==> config.mk <==
export PLATFORM = sky130hd
export DESIGN_NAME = ctrl_pipe
export DESIGN_NICKNAME = d
export VERILOG_FILES = /design/src/rtl/ctrl_pipe.sv
export SDC_FILE = /design/constraint.sdc
export NUM_CORES = 1
export LEC_CHECK = 0
export CAP_MARGIN = 30
export CORE_MARGIN = 1
export CORE_UTILIZATION = 45
export DETAILED_ROUTE_END_ITERATION = 8
export HOLD_SLACK_MARGIN = 0.03
export PLACE_DENSITY = 0.8
export SLEW_MARGIN = 20
export SYNTH_ARGS = -nofsm -noshare
export SYNTH_HDL_FRONTEND = slang
export SYNTH_SLANG_ARGS = --single-unit
==> constraint.sdc <==
create_clock -name clk -period 2.2 [get_ports clk]
set_clock_uncertainty 0.05 [all_clocks]
set_input_delay 0.33 -clock clk [delete_from_list [all_inputs] [get_ports clk]]
set_output_delay 0.33 -clock clk [all_outputs]
set_load 0.005 [all_outputs]
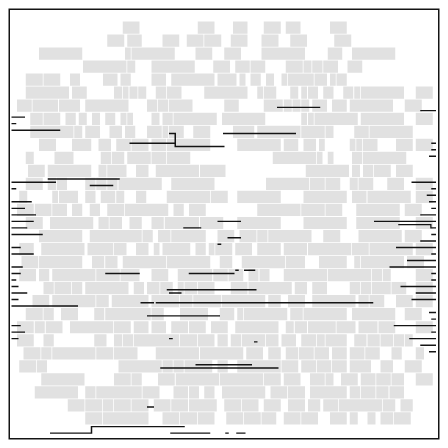
Figure 1: the metal 3 layer.
nets with wire on the layer: 69
main direction: horizontal
wire length on this layer: 441 microns
share of all routed wire: 5.1%
longest straight run: 45.1 microns
routed wire length: 8.70 mm
via count: 2,766

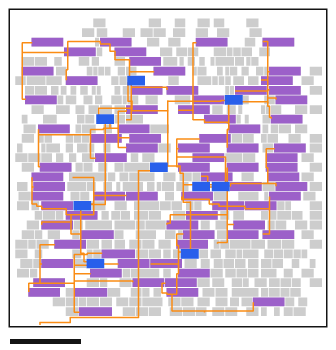
Figure 2: clock network drawn from the DEF.
Scale bar: 20 microns.
[purple] flip-flops | count: 79
[orange] clock wires | length: 909 microns
[blue] cells driving clock nets | count: 9
routed clock nets: 10
Clk Latency, worst-skew pair: 0.34 ns
Clock power frac: 29.4%

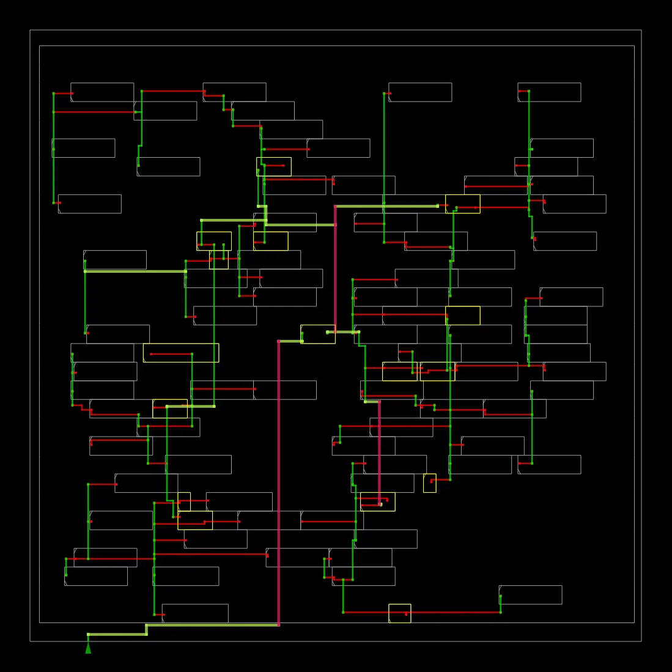
Figure 3: the clock network.
num sequential: 79
Num CTS Buffers: 9
Clock net power: 1.09 mW
CLK BUF: 11

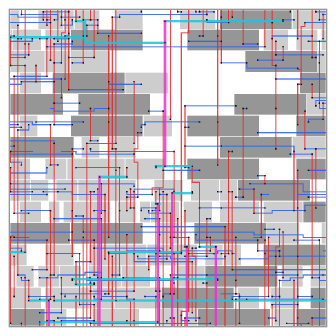
Figure 4: close-up of the layout.
Region (25, 25) to (65, 65) microns. Cells in grey, sequential cells in the stronger grey; small squares are vias.
| colour | layer |
|---|---|
| cyan | met3 |
| magenta | met4 |
| blue | met1 |
| red | met2 |
cells with their middle in the window: 92
sequential cells in the window: 21
most frequent: dfrtp_1 (21), buf_4 (14)

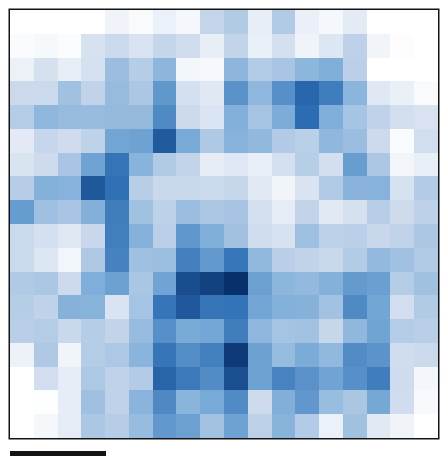
Figure 5: wiring heat map.
Scale bar: 20 microns. The die is cut into 18 by 18 equal tiles; white is low, dark blue is high, scaled to the fullest tile. Values are wire area over tile area, all layers added.
densest ninth of the die: south
mean over tiles: 0.17
fullest tile: 0.51
tiles over half the peak: 21%
nearly empty tiles: 5.6%
wire per inst: 15.8 microns
All-Layer GR Usage: 23.2%

==> results.cfg <==
; flow metrics
[critical_path]
critPathArrivalTime_ns = 1.90
critPathBufInv = 2
critical_path.top_delay_family = simple AND/OR/NAND/NOR gates
cp-start-kind = register
rrSetupSlack_ns = 0.20
worstSetupPathType = reg2out
cp_slowest_cell = or4_1
path_cells = buf_6 > xor2_1 > or4_1 > nor4_1 > buf_2
end_kind = output pin
cp.depth = 5
cp_slowest_stage_delay_ns = 0.48

[cts]
cts_buffer_depth = 2
root_buffer = clkbuf_8
cts_sinks = 79
tritoncts = done
h-tree-depth = 3
clk_pin_slew_worst_paths_ns = 0.08

[floorplanning]
io_pins = 119
die-area_sq_mm = 0.00798
die_w_microns = 89.3
fp.dieH_microns = 89.3
initCoreUtil_pct = 46.8

[yosys]
flop_cell = dfrtp_1
ys_area_sq_mm = 0.00343
synth_area_sq_mm = 0.00343
yosysUniqueCellTypes = 40
async_flop_share_pct = 100
yosys.stat.seqShare_pct = 57.6
synth-edff-count = 0
synth_flops = 79
syn_area_per_cell_sq_um = 12.0

[detailed_routing]
met1_length_mm = 3.47
postRouteAntennaNets = 0
met3RoutedLength_microns = 441
routed-wl-met2_mm = 4.58
viasPerCell = 5.03
routed.top_layer = met4

[power_and_ir_drop]
combPwrFrac_pct = 23.2
p_per_area_mw_per_mm2 = 697
p_sw_share_pct = 27.1
p_seq_share_pct = 47.4
total_power_mw = 3.72
peakVddDrop_mv = 0.469
p_leak_nw = 2.30
p_int_mw = 2.71
switchingPower_mw = 1.01

[placement]
gp_congestion = 0.822
port_buffers = 118
dp.final_hpwl_mm = 6.18
dp_slack_ns = -0.350

[timing]
maxSlewHeadroom_pct = 43.9
finalWorstSetupSlack_ns = -0.0755
rsz0062_at_grt = yes
hold_viol = 0
finalCriticalPeriod_ns = 2.28
fin_tns_setup_ns = -0.141
fmaxAchievable_ghz = 0.439
finalSetupViolCount = 3
finalClockPeriodUsage_pct = 103
final_max_slew_viol_count = 0

[final_layout]
diodes = 0
fin_util_pct = 72.7
syn2layout_area_growth_pct = 55.2
nets = 482
drive_gt1_share_pct = 20.6

[global_route]
gr-total-overflow = 0
grt_max_degree = 31
grt_pass1_wl_mm = 13.5
grt_pass1_vias = 2770
grt_antenna_before_repair = 0

[run]
max-cap-violations = 0
openroad.warnings = 28

[status]
violations = negative setup slack
status = finished, violations left

[hold_path]
min_path_type = in2async
-- final cells by class --
type                            instances  area, sq um
Fill cell                             496         2000
Sequential cell                        79         1980
Multi-Input combinational cell        194         1520
Timing Repair Buffer                  157         1470
Clock buffer                           11          151
Tap cell                               99          124
Clock inverter                          5         56.3
Inverter                                5         18.8
-- kinds of logic after synthesis --
| kind of cell | synth area share (%) |
|---|---|
| buf+inv | 1.82 |
| xor+xnor | 14.5 |
| compound gates | 3.86 |
| fa+ha+maj | 0.729 |
| mux | 2.08 |
| simple gates | 19.4 |
| flops | 57.6 |
-- power groups by stage --
stage	logic, mW	clock network (mW)	registers, mW
3_3_place_gp	0.769	0	1.77
4_1_cts	0.833	1.12	1.76
2_1_floorplan	0.273	0	1.78
5_1_grt	0.938	1.18	1.78
3_5_place_dp	0.789	0	1.78
6_report	0.863	1.09	1.76
-- cells in the final DEF, fill, tap and decap left out, types with 5 or more instances in the layout --
cell type | synthesis | routed
nand3_1 | 18 | 16
nand4_1 | 16 | 16
nand2_1 | 14 | 13
and3_1 | 7 | 7
xor2_1 | 16 | 16
nor2_1 | 7 | 6
buf_2 | 1 | 6
clkbuf_8 | 0 | 11
and2_1 | 32 | 32
buf_4 | 2 | 32
xnor2_2 | 0 | 5
dfrtp_1 | 79 | 75
clkdlybuf4s50_1 | 0 | 107
xnor2_1 | 41 | 36
-- stage by stage --
| step | std cells | hold WS [ns] | area (sq um) |
|---|---|---|---|
| 6_report | 550 | 0.231 | 5330 |
| 5_1_grt | 550 | 0.242 | 5330 |
| 4_1_cts | 548 | 0.218 | 5230 |
| 3_5_place_dp | 522 | 0.300 | 4910 |
| 3_3_place_gp | 522 | 0.300 | 4910 |
| 2_1_floorplan | 285 | -0.0156 | 3430 |
-- timing repair --
item,4_1_cts,5_1_grt
resized,46,14
hold buffers,3,0
cloned,0,0
pin swaps,16,12
endpoints found under the hold margin,32,0
endpoints found under the setup margin,9,7
setup buffers,9,1
-- cell usage after synthesis (2+ instances only) --
master	count	area (sq um)
or4_1	4	30.0
nand4_1	16	100
xnor2_1	41	359
clkbuf_1	2	7.51
buf_4	2	15.0
mux2_2	5	56.3
nand2_1	14	52.6
dfrtp_1	79	1980
nand2b_1	2	12.5
ha_1	2	25.0
nor2_1	7	26.3
nand3_1	18	90.1
inv_1	5	18.8
nor3_1	5	25.0
nor4_1	5	31.3
and2_1	32	200
o21ai_0	2	10.0
xor2_1	16	140
and3_1	7	43.8
-- layer usage --
| layer | track usage, % | vias to the layer above |
|---|---|---|
| met4 | 9.67 | 0 |
| met5 | 0 | - |
| met3 | 5.82 | 17 |
| met2 | 39.8 | 95 |
| met1 | 28.1 | 1358 |
| li1 | - | 1296 |
-- tightest hold or removal path, stage by stage --
cell and delay [ns]:
buf_4 0.12, buf_4 0.13, buf_12 0.12, buf_4 0.32
Power figures rest on the tool's default switching activity, not on a simulated workload.
